`src/rtl/logic_unit_pkg.sv`:
```
// Shared definitions for the sequential logic unit: op codes, FSM states
// and a width helper used to size the popcount counters.
package logic_unit_pkg;

    localparam logic [2:0] OP_AND      = 3'd0;
    localparam logic [2:0] OP_OR       = 3'd1;
    localparam logic [2:0] OP_XOR      = 3'd2;
    localparam logic [2:0] OP_NOT      = 3'd3;
    localparam logic [2:0] OP_NAND     = 3'd4;
    localparam logic [2:0] OP_NOR      = 3'd5;
    localparam logic [2:0] OP_XNOR     = 3'd6;
    localparam logic [2:0] OP_POPCOUNT = 3'd7;

    typedef enum logic {
        IDLE,
        COUNT
    } state_t;

    // Ceiling log2 that returns at least 1 so derived vectors are never zero-width.
    function automatic int clog2(input int value);
        int result;
        result = 0;
        for (int v = value - 1; v > 0; v = v >> 1) begin
            result = result + 1;
        end
        if (result < 1) begin
            result = 1;
        end
        return result;
    endfunction

endpackage

```
`src/rtl/popcount_serial.sv`:
```
// Bit-serial population counter: consumes one bit per cycle for WIDTH cycles
// after start, raising done in the last cycle with the final count presented.
module popcount_serial
    import logic_unit_pkg::*;
#(
    parameter int WIDTH = 8
) (
    input  logic             clk,
    input  logic             reset,
    input  logic             start,
    input  logic [WIDTH-1:0] din,
    output logic             done,
    output logic [WIDTH-1:0] count
);

    localparam int CW = clog2(WIDTH + 1);

    logic             active_q, active_d;
    logic [WIDTH-1:0] shift_q, shift_d;
    logic [CW-1:0]    cnt_q, cnt_d;
    logic [CW-1:0]    cyc_q, cyc_d;
    logic [CW-1:0]    cnt_sum;
    logic             last_cycle;

    // done is combinational so the top can capture the final count on the
    // same edge that retires the last bit, giving exactly WIDTH busy cycles.
    always_comb begin
        cnt_sum    = cnt_q + CW'(shift_q[0]);
        last_cycle = (cyc_q == CW'(WIDTH - 1));
        done       = active_q && last_cycle;
        count      = WIDTH'(cnt_sum);

        active_d = active_q;
        shift_d  = shift_q;
        cnt_d    = cnt_q;
        cyc_d    = cyc_q;

        if (start) begin
            active_d = 1'b1;
            shift_d  = din;
            cnt_d    = '0;
            cyc_d    = '0;
        end else if (active_q) begin
            shift_d = shift_q >> 1;
            cnt_d   = cnt_sum;
            cyc_d   = cyc_q + CW'(1);
            if (last_cycle) begin
                active_d = 1'b0;
            end
        end
    end

    always_ff @(posedge clk) begin
        if (reset) begin
            active_q <= 1'b0;
            shift_q  <= '0;
            cnt_q    <= '0;
            cyc_q    <= '0;
        end else begin
            active_q <= active_d;
            shift_q  <= shift_d;
            cnt_q    <= cnt_d;
            cyc_q    <= cyc_d;
        end
    end

endmodule

```
`src/rtl/logic_unit_seq.sv`:
```
// Pipelined WIDTH-bit logic unit with valid/ready handshakes, an internal
// accumulator for chaining, and a multi-cycle serial popcount.
module logic_unit_seq
    import logic_unit_pkg::*;
#(
    parameter int WIDTH = 8
) (
    input  logic             clk,
    input  logic             reset,
    input  logic             in_valid,
    output logic             in_ready,
    input  logic [2:0]       op,
    input  logic             acc_en,
    input  logic [WIDTH-1:0] x,
    input  logic [WIDTH-1:0] y,
    output logic             out_valid,
    input  logic             out_ready,
    output logic [WIDTH-1:0] result,
    output logic             zero,
    output logic             parity,
    output logic             busy
);

    state_t           state_q, state_d;
    logic [WIDTH-1:0] acc_q, acc_d;
    logic [WIDTH-1:0] result_q, result_d;
    logic             zero_q, zero_d;
    logic             parity_q, parity_d;
    logic             out_valid_q, out_valid_d;

    logic [WIDTH-1:0] operand_a;
    logic [WIDTH-1:0] logic_res;
    logic             accept;
    logic             load;
    logic [WIDTH-1:0] load_val;
    logic             pc_start;
    logic             pc_done;
    logic [WIDTH-1:0] pc_count;

    assign in_ready  = (state_q == IDLE) && (!out_valid_q || out_ready);
    assign accept    = in_valid && in_ready;
    assign operand_a = acc_en ? acc_q : x;
    assign pc_start  = accept && (op == OP_POPCOUNT);

    assign out_valid = out_valid_q;
    assign result    = result_q;
    assign zero      = zero_q;
    assign parity    = parity_q;
    assign busy      = (state_q == COUNT);

    always_comb begin
        logic_res = '0;
        case (op)
            OP_AND:  logic_res = operand_a & y;
            OP_OR:   logic_res = operand_a | y;
            OP_XOR:  logic_res = operand_a ^ y;
            OP_NOT:  logic_res = ~operand_a;
            OP_NAND: logic_res = ~(operand_a & y);
            OP_NOR:  logic_res = ~(operand_a | y);
            OP_XNOR: logic_res = ~(operand_a ^ y);
            default: logic_res = '0;
        endcase
    end

    popcount_serial #(
        .WIDTH(WIDTH)
    ) u_popcount (
        .clk  (clk),
        .reset(reset),
        .start(pc_start),
        .din  (operand_a),
        .done (pc_done),
        .count(pc_count)
    );

    // A new result overrides the consume-clear, so out_valid stays high
    // across a simultaneous handshake and throughput is one per cycle.
    always_comb begin
        state_d     = state_q;
        acc_d       = acc_q;
        result_d    = result_q;
        zero_d      = zero_q;
        parity_d    = parity_q;
        out_valid_d = out_valid_q;
        load        = 1'b0;
        load_val    = '0;

        case (state_q)
            IDLE: begin
                if (accept) begin
                    if (op == OP_POPCOUNT) begin
                        state_d = COUNT;
                    end else begin
                        load     = 1'b1;
                        load_val = logic_res;
                    end
                end
            end
            COUNT: begin
                if (pc_done) begin
                    load     = 1'b1;
                    load_val = pc_count;
                    state_d  = IDLE;
                end
            end
            default: state_d = IDLE;
        endcase

        if (out_valid_q && out_ready) begin
            out_valid_d = 1'b0;
        end

        if (load) begin
            result_d    = load_val;
            zero_d      = (load_val == '0);
            parity_d    = ^load_val;
            acc_d       = load_val;
            out_valid_d = 1'b1;
        end
    end

    always_ff @(posedge clk) begin
        if (reset) begin
            state_q     <= IDLE;
            acc_q       <= '0;
            result_q    <= '0;
            zero_q      <= 1'b1;
            parity_q    <= 1'b0;
            out_valid_q <= 1'b0;
        end else begin
            state_q     <= state_d;
            acc_q       <= acc_d;
            result_q    <= result_d;
            zero_q      <= zero_d;
            parity_q    <= parity_d;
            out_valid_q <= out_valid_d;
        end
    end

endmodule

```
`config.mk`:
```
export PLATFORM = sky130hd
export DESIGN_NAME = logic_unit_seq
export DESIGN_NICKNAME = d
export VERILOG_FILES = /design/src/rtl/logic_unit_pkg.sv /design/src/rtl/popcount_serial.sv /design/src/rtl/logic_unit_seq.sv
export SDC_FILE = /design/constraint.sdc
export NUM_CORES = 1
export LEC_CHECK = 0
export CORE_MARGIN = 1
export CORE_UTILIZATION = 54
export CTS_BUF_LIST = sky130_fd_sc_hd__clkbuf_8 sky130_fd_sc_hd__clkbuf_16
export CTS_CLUSTER_SIZE = 28
export DETAILED_ROUTE_END_ITERATION = 7
export HOLD_SLACK_MARGIN = 0.08
export PLACE_DENSITY = 0.9
export SYNTH_ARGS = -nofsm -noshare
export SYNTH_HDL_FRONTEND = slang
export SYNTH_HIERARCHICAL = 1
export SYNTH_SLANG_ARGS = --single-unit
```
`constraint.sdc`:
```
create_clock -name clk -period 3.3 [get_ports clk]
set_clock_uncertainty 0.15 [all_clocks]
set_input_delay 0.33 -clock clk [delete_from_list [all_inputs] [get_ports clk]]
set_output_delay 0.33 -clock clk [all_outputs]
set_load 0.1 [all_outputs]
```
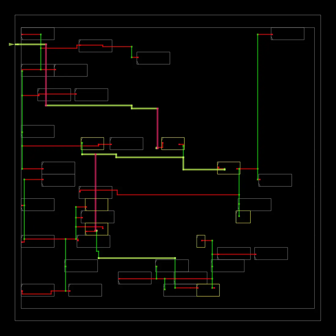
Fig. 1. The clock network (run 1).
clk pwr: 319 uW
clk_lat worst skew: 290 ps

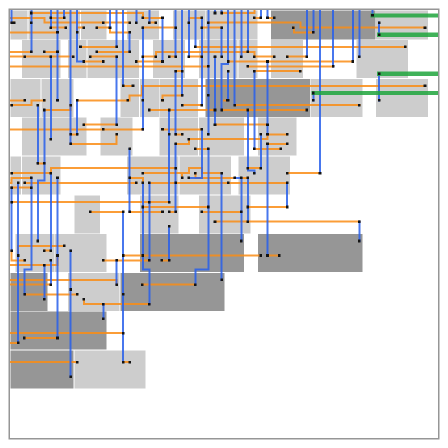
Fig. 2. A small window of the routed layout (run 1).
Region (36, 2) to (66, 32) um. Cells in grey, sequential cells in the stronger grey; small squares are vias.
[orange] met1
[blue] met2
[green] met3
most frequent: mux2i_1 (8), dfxtp_1 (7)
sequential cells in the window: 7
cells with their middle in the window: 45
netlist names of flops here include: u_popcount/shift_q (7)

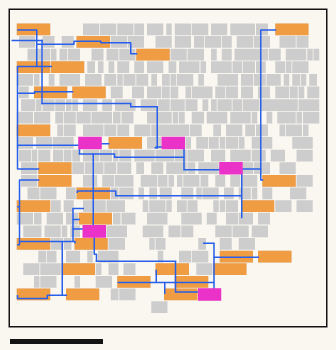
Fig. 3. Routed clock nets over the placement (run 1).
Scale bar: 20 um.
[magenta] cells driving clock nets | count: 5
[blue] clock wires | length: 468 um
[orange] flip-flops | count: 29
routed clock nets: 6

==> run 1: layout make-up <==
type	count	area, um^2
Fill cell	300	1100
Clock inverter	2	13.8
Tap cell	50	62.6
Inverter	26	97.6
Clock buffer	6	82.6
Sequential cell	29	581
Timing Repair Buffer	63	576
Multi-Input combinational cell	199	1570
==> run 1: placed cells by master (no fill, tap or decap), types with 2 or more instances in the layout <==
cell type,instances
a211oi_1,7
a21bo_2,2
a21boi_0,2
a21oi_1,13
a21oi_2,2
a22oi_1,9
a2bb2oi_1,2
a31oi_1,5
a32oi_1,3
and4b_1,2
buf_4,27
clkbuf_8,6
clkdlybuf4s50_1,34
conb_1,4
dfxtp_1,29
ha_1,23
inv_1,25
mux2_1,2
mux2_2,3
mux2_4,2
mux2i_1,23
mux4_2,2
nand2_1,8
nand2b_1,4
nand3_1,3
nand3b_1,2
nand4_1,3
nor2_1,15
nor2_2,2
nor2b_1,14
nor3_1,5
nor3b_1,3
o211ai_1,2
o21ai_0,5
o31ai_1,2
o32ai_1,2
or2_2,3
or4_1,2
xnor2_1,4
xor2_1,2
==> run 1: synth_stat cells (all sizes together), types with 5 or more instances <==
library cell,n
o21ai,5
buf,14
inv,26
nor3,5
a22oi,9
a31oi,5
mux2,7
nor2,17
nand2,8
mux2i,23
ha,23
a21oi,15
dfxtp,29
clkbuf,6
a211oi,7
nor2b,14
==> run 1: cells by family (layout without fill, tap and decap cells) <==
kind of cell	count (synthesis)	in the layout	synth area share (%)
buf+inv	46	97	9.18
xor+xnor	6	6	2.23
simple gates	71	71	17.2
flops	29	29	24.6
mux	32	32	15.3
fa+ha+maj	23	23	12.2
compound gates	63	63	19.1
other cells	1	4	0.159
==> run 1: timing repair <==
action                                  CTS  global route
endpoints found under the setup margin    0             1
endpoints found under the hold margin     0             0
gates resized                             0             1
==> impl_metrics.tcl, run 1 <==
# yosys + openroad results
set metrics [dict create \
    outcome "completed" \
    whs_path_depth 1 \
    yosys_warnings 6 \
    dp_worst_setup_slack_ps -280 \
    grtUsageMet3_pct 6.33 \
    grt_use_met2_pct 46.8 \
    antenna_found_initial 0 \
    grt.busiest_layer "met2" \
    gr-total-overflow 0 \
    placed_area_um2 2890 \
    via_per_inst 5.81 \
    track_usage_pct 27.7 \
    grt_util_met1_pct 34.5 \
    syn-mean-instance-area_um2 8.70 \
    top_layer "met4" \
    crit_path_end "parity" \
    final_area_um2 2990 \
    hold_path.class "register to register" \
    period_minus_slack_ps 3020 \
    core-area_um2 4090 \
    grt_pass1_vias 2088 \
    p_seq_uw 383 \
    maxCapViolations 0 \
    combPwrFrac_pct 38.2 \
    crit_type "primary input to register" \
    critPathMaxStageDelay_ps 460 \
    cts_sinks 29 \
    hold_path_end "zero" \
    ios 37 \
    cts-root-buf "clkbuf_8" \
    slew_headroom_pct 31.8 \
    cp-startpoint "x[7]" \
    wl_met2_um 2960 \
    hold_buffers 0 \
    yosysChipArea_um2 2360 \
    required_ps 3300 \
    syn2layout_area_growth_pct 26.6 \
    htreeDepth 2 \
    reg2regPathDepth 12 \
    dp_hpwl_um 4560 \
    fmax_mhz 331 \
    drive_gt1_share_pct 17.2 \
    comb-power_uw 434 \
    ys_ff 29 \
    cts.clk_slew.worst_paths_ps 70 \
    finalClockPeriodUsage_pct 91.6 \
    path_cells "clkdlybuf4s50_1 -> mux2_4 -> inv_1 -> ha_1 -> inv_1 -> mux4_2 -> mux2i_1 -> a22oi_1 -> ha_1 -> xor2_1 -> xnor2_1 -> mux2i_1 -> nor2_1" \
    finalPower_mw 1.14 \
    fin_nets 371 \
    drc 0 \
    critical_path_cell_count 13 \
    diodes 0 \
    ir_drop_v 0.000328 \
    intPower_uw 711 \
    power_frac_seq_pct 33.7 \
    crit_path_start_kind "primary input" \
    worst_ep_arrival_time_ps 3020 \
    grt_pass1_wl_um 9370 \
    top_cells_by_area "dfxtp_1 (25%), ha_1 (12%), mux2i_1 (9.8%)" \
    dp_cells 367 \
    dr_wl_met3_um 391 \
    synth_cell_type_count 55 \
    ys_cells 271 \
    cp_slowest_cell "clkdlybuf4s50_1" \
    num_rows 23 \
    slew_viol_final 0 \
    routed_wl_um 6070 \
    yosys.area.top_type "dfxtp_1" \
    path_max_fanout 3 \
    dr.pass1.iters 5 \
    top_cell_area_share_pct 24.6 \
]
==> run 1 -> run 2 <==
- CORE_UTILIZATION: 54 -> 23
- PLACE_DENSITY: 0.9 -> 0.51
- SLEW_MARGIN: not set -> 0
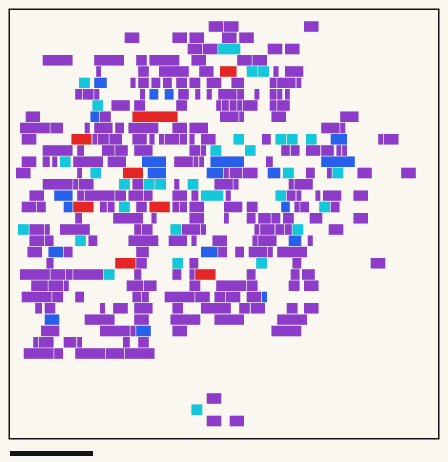
Fig. 4. Cells by drive strength (run 2).
Scale bar: 20 um.
[blue] drive 2 | cells: 20 | share: 6.1%
[purple] drive 1 or less | cells: 267 | share: 82% | most used: clkdlybuf4s50_1
[red] drive 6 and up | cells: 8 | share: 2.5% | most used: clkbuf_8
[cyan] drive 3 to 4 | cells: 31 | share: 9.5% | most used: buf_4

==> impl_metrics.tcl, run 2 <==
# yosys + openroad results
set metrics [dict create \
    yosys_warnings 6 \
    top_cell_area_share_pct 24.6 \
    htreeDepth 2 \
    syn_inst 271 \
    final-hold-violation-count 0 \
    track_usage_pct 12.6 \
    ir_drop_v 0.000215 \
    dr.pass1.iters 4 \
    gr-total-overflow 0 \
    most-common-layout-cells "clkdlybuf4s50_1 (34), dfxtp_1 (29), buf_4 (29), inv_1 (26)" \
    period_minus_slack_ps 3120 \
    finalWorstSetupSlack_ps 182 \
    yosys.area.top_type "dfxtp_1" \
    buf_share_pct 18.3 \
    antenna_found_initial 0 \
    fmax_mhz 321 \
    dp_hpwl_um 5000 \
    cts-root-buf "clkbuf_8" \
    synth_cell_type_count 55 \
    flop_area_um2 581 \
    path_cells "clkdlybuf4s50_1 -> buf_6 -> mux2_4 -> inv_1 -> ha_1 -> mux2_2 -> a2bb2oi_1 -> mux2i_1 -> a22oi_2 -> ha_1 -> xor2_1 -> xnor2_1 -> mux2i_1 -> nor2_1" \
    lay_top_count "clkdlybuf4s50_1" \
    dieHeight_um 103 \
    tritoncts "built" \
    grt_max_degree 24 \
    crit_path_start_kind "primary input" \
    initCoreUtil_pct 23.9 \
    hold_path.class "register to register" \
    sh_comb_area_pct 50.9 \
    async_flop_share_pct 0 \
    ios 37 \
    sh_seq_area_pct 18.6 \
    common_cells "dfxtp_1 (29), inv_1 (25), ha_1 (23), mux2i_1 (23), nor2_1 (15)" \
    syn2layout_area_growth_pct 32.1 \
    syn_area_um2 2360 \
    leakage_nw 1.32 \
    rsz0062_at_grt "no" \
    core-area_um2 9860 \
    grt_pass1_wl_um 10200 \
    outcome "completed" \
    clk_latency_ps 280 \
    die_width_um 103 \
    drc 0 \
    via_per_inst 4.61 \
    synth.most_common_cell "dfxtp_1" \
    dominant_cells "combinational gates" \
    routed_wl_um 6330 \
    yosysChipArea_um2 2360 \
    path_max_fanout 5 \
    tool_warnings 34 \
    drt_iter0_markers 52 \
    maxCapViolations 0 \
    diodes 0 \
    required_ps 3280 \
    cts.clk_slew.worst_paths_ps 60 \
    ys_cells 271 \
    nFillCells 1026 \
    hold_buffers 0 \
    worst_ep_arrival_time_ps 3100 \
    num_rows 36 \
    fin_nets 372 \
    worst-slew-pin-transition_ps 988 \
    io_buffers 36 \
    cts_buffer_depth 2 \
    p_per_area_nw_per_um2 383 \
    final_area_um2 3120 \
    wire_per_inst_um 13.8 \
    slew_viol_final 0 \
    comb_cells 199 \
    tapcell.inserted 133 \
    place.gp.congestion 0.753 \
    crit_type "primary input to register" \
    dp_worst_setup_slack_ps -136 \
    finalClockPeriodUsage_pct 94.5 \
    top_cells_by_area "dfxtp_1 (25%), ha_1 (12%), mux2i_1 (9.8%)" \
    cp_slowest_cell "clkdlybuf4s50_1" \
    slew_headroom_pct 33.9 \
    logic_area_um2 1590 \
    num_vias 2115 \
    grt_pass1_vias 2058 \
    num-nonclk-inverters 26 \
    cts_sinks 29 \
    placed_area_um2 2980 \
    cts-buffers-inserted 5 \
    antenna_left 0 \
    clkbuf_count 6 \
    buffers_excl_clock 64 \
    ys_ff 29 \
    drive_gt1_share_pct 18.1 \
    final-clk-cell-share_pct 3.73 \
    seq_cell_count 29 \
    hold-worst-slack_ps 334 \
    critPathMaxStageDelay_ps 540 \
    syn-mean-instance-area_um2 8.70 \
    finalPower_mw 1.19 \
]
-- run 2: cell counts after synthesis --
No cell type changed its count.
-- run 2: worst max-delay path, delay by kind of cell --
kind / cells / cell delay [ps]
compound gates: 2 / 210
buf+inv: 3 / 750
mux: 4 / 930
simple gates: 1 / 50
xor+xnor: 2 / 290
fa+ha+maj: 2 / 530
-- run 2: where the power goes --
part	switching [mW]	total [mW]	internal (mW)
clock network	0.137	0.380	0.243
logic	0.255	0.430	0.174
registers	0.0153	0.384	0.369
-- run 2: timing repair --
item                       4_1_cts  5_1_grt
resized                          0        4
setup endpoints to repair        0        1
buffers inserted                 0        1
-- run 2: final timing paths --
| path | to | cells after the start | startpoint | slack (ps) |
|---|---|---|---|---|
| worst min register to register | zero | 1 | zero | 330 |
| worst max register to register | parity | 12 | result[7] | 490 |
| worst min-delay path | zero | 1 | zero | 330 |
| worst max-delay path | parity | 14 | acc_en | 180 |
-- run 2: through the flow --
stage / setup TNS [ps] / cells
6_report: 0 / 459
2_1_floorplan: 0 / 274
3_3_place_gp: -106 / 450
5_1_grt: 0 / 459
3_5_place_dp: -136 / 450
4_1_cts: 0 / 458
-- run 2: cells by family (layout without fill, tap and decap cells) --
family / Yosys count / after routing / synth area share, %
and+or+nand+nor: 71 / 71 / 17.2
AOI/OAI and AO/OA: 63 / 63 / 19.1
buffers and inverters: 46 / 98 / 9.18
muxes: 32 / 32 / 15.3
DFF: 29 / 29 / 24.6
adders and majority gates: 23 / 23 / 12.2
xor gates and xnor gates: 6 / 6 / 2.23
other: 1 / 4 / 0.159
-- run 2: layer usage --
metal | vias to the layer above | wire (um) | GRT usage, %
li1 | 1071 | - | -
met1 | 996 | 3070 | 17.4
met2 | 46 | 2860 | 20.5
met3 | 2 | 374 | 2.42
met4 | 0 | 27 | 2.60
met5 | - | 0 | 0
==> run 2 -> run 3 <==
- CAP_MARGIN: not set -> 20
- CTS_CLUSTER_DIAMETER: not set -> 40
- PLACE_DENSITY: 0.51 -> 0.45
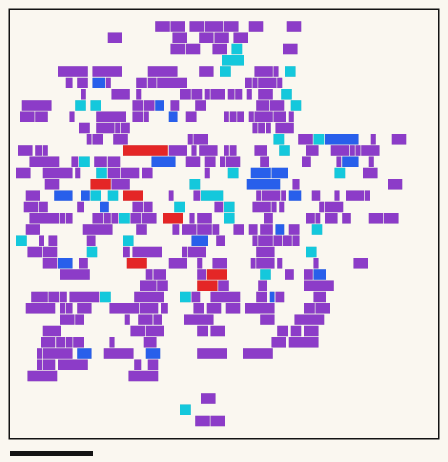
Fig. 5. Cells by drive strength (run 3).
Scale bar: 20 um.
[blue] drive 2 | cells: 20 | share: 6.2%
[red] drive 6 and up | cells: 7 | share: 2.2% | most used: clkbuf_8
[cyan] drive 3 to 4 | cells: 32 | share: 9.8% | most used: buf_4
[purple] drive 1 or less | cells: 266 | share: 82% | most used: clkdlybuf4s50_1

==> impl_metrics.tcl, run 3 <==
# yosys + openroad results
set metrics [dict create \
    outcome "completed" \
    dieHeight_um 103 \
    ys_ff 29 \
    synth_cell_type_count 55 \
    num_vias 2102 \
    p_per_area_nw_per_um2 389 \
    initCoreUtil_pct 23.9 \
    grt_pass1_vias 1995 \
    hold-worst-slack_ps 318 \
    required_ps 3290 \
    drt_iter0_markers 79 \
    final_core_util_pct 31.5 \
    common_cells "dfxtp_1 (29), inv_1 (25), ha_1 (23), mux2i_1 (23), nor2_1 (15)" \
    dp_worst_setup_slack_ps -218 \
    hold_buffers 0 \
    antenna_left 0 \
    cts-root-buf "clkbuf_8" \
    diodes 0 \
    tritoncts "built" \
    dieArea_um2 10700 \
    async_flop_share_pct 0 \
    yosys.area.top_type "dfxtp_1" \
    fmax_mhz 337 \
    grt_max_degree 24 \
    clk_latency_ps 280 \
    yosysChipArea_um2 2360 \
    cts.clk_slew.worst_paths_ps 70 \
    num_rows 36 \
    slew_headroom_pct 34.8 \
    syn-mean-instance-area_um2 8.70 \
    slew_viol_final 0 \
    tns_ps 0 \
    cts_sinks 29 \
    track_usage_pct 12.4 \
    cts_buffer_depth 2 \
    ff_type "dfxtp_1" \
    dp_cells 450 \
    top_layer "met4" \
    worst-slew-pin-transition_ps 975 \
    end_kind "register" \
    reg2regPathDepth 12 \
    yosys_warnings 6 \
    cp_slowest_cell "clkdlybuf4s50_1" \
    path_max_fanout 4 \
    ys_cells 271 \
    top_cells_by_area "dfxtp_1 (25%), ha_1 (12%), mux2i_1 (9.8%)" \
    dr.pass1.iters 4 \
    io_buffers 36 \
    drc 0 \
    lay_top_count "clkdlybuf4s50_1" \
    wl_met2_um 2720 \
    critPathMaxStageDelay_ps 500 \
    post_cts_buffers 0 \
    tool_warnings 34 \
    ir_drop_v 0.000246 \
    finalPower_mw 1.21 \
    crit_type "primary input to register" \
    gr-total-overflow 0 \
    synth.most_common_cell "dfxtp_1" \
    routed_wl_um 6390 \
    whs_path_depth 1 \
    crit_family "multiplexers" \
    cts-buffers-inserted 5 \
    period_minus_slack_ps 2970 \
    syn2layout_area_growth_pct 31.8 \
    syn_inst 271 \
    fin_cells 458 \
    drive_gt1_share_pct 18.2 \
    placed_area_um2 2980 \
    top_cell_area_share_pct 24.6 \
    hold_path.class "register to register" \
    core-area_um2 9860 \
    synth-edff-count 0 \
    die_width_um 103 \
    place.gp.congestion 0.752 \
    seq_area_frac_synth_pct 24.6 \
    final-hold-violation-count 0 \
    path_cells "clkdlybuf4s50_1 -> mux2_4 -> inv_1 -> ha_1 -> inv_1 -> mux4_2 -> mux2i_2 -> a22oi_1 -> ha_1 -> xor2_1 -> xnor2_1 -> mux2i_1 -> nor2_1" \
    via_per_inst 4.59 \
    finalSetupViolCount 0 \
    htreeDepth 2 \
    finalWorstSetupSlack_ps 335 \
    rrSetupSlack_ps 490 \
    worst_ep_arrival_time_ps 2960 \
    nFillCells 1056 \
    antenna_found_initial 0 \
    leakage_nw 1.31 \
    cts_resized 0 \
    dr_wl_met3_um 172 \
    dp_hpwl_um 4990 \
    met1Wirelength_um 3380 \
    fin_nets 371 \
    rsz0062_at_grt "no" \
    grt_pass1_wl_um 10100 \
    path_buffers 3 \
    syn_area_um2 2360 \
    ios 37 \
    wire_per_inst_um 14.0 \
    finalClockPeriodUsage_pct 89.9 \
    final_area_um2 3110 \
    crit_path_start_kind "primary input" \
    critical_path_cell_count 13 \
    most-common-layout-cells "clkdlybuf4s50_1 (33), dfxtp_1 (29), buf_4 (29), inv_1 (25), ha_1 (23)" \
    maxCapViolations 0 \
]
==> run 3: cell counts after synthesis <==
No cell type changed its count.
==> run 3: final timing paths <==
check / from / endpoint
worst max register to register: result[2] / parity
worst min-delay path: zero / zero
worst max-delay path: x[2] / parity
worst min register to register: zero / zero
==> run 3: routing by layer <==
| metal | vias to the layer above | track usage (%) |
|---|---|---|
| met2 | 40 | 18.7 |
| met3 | 6 | 1.95 |
| li1 | 1066 | - |
| met5 | - | 0 |
| met4 | 0 | 4.55 |
| met1 | 990 | 17.7 |
==> run 3: layout make-up <==
class	instances	area [um^2]	area share (%)
inverters	26	97.6	3.14
repair buffers	63	561	18.0
clock inverters	2	37.5	1.21
well taps	133	166	5.35
clock buffers	6	82.6	2.66
multi-input cells	199	1580	50.9
flip-flops and latches	29	581	18.7
==> run 3: power by group <==
part	switching, mW	internal (mW)
combinational	0.258	0.173
clock	0.150	0.245
sequential	0.0150	0.369
==> run 3: cells by family after synthesis <==
kind of cell	Yosys count	synth area share, %
xor gates and xnor gates	6	2.23
buffers and inverters	46	9.18
AOI/OAI and AO/OA	63	19.1
DFF	29	24.6
and+or+nand+nor	71	17.2
muxes	32	15.3
adders and majority gates	23	12.2
other	1	0.159
Power figures rest on the tool's default switching activity, not on a simulated workload.
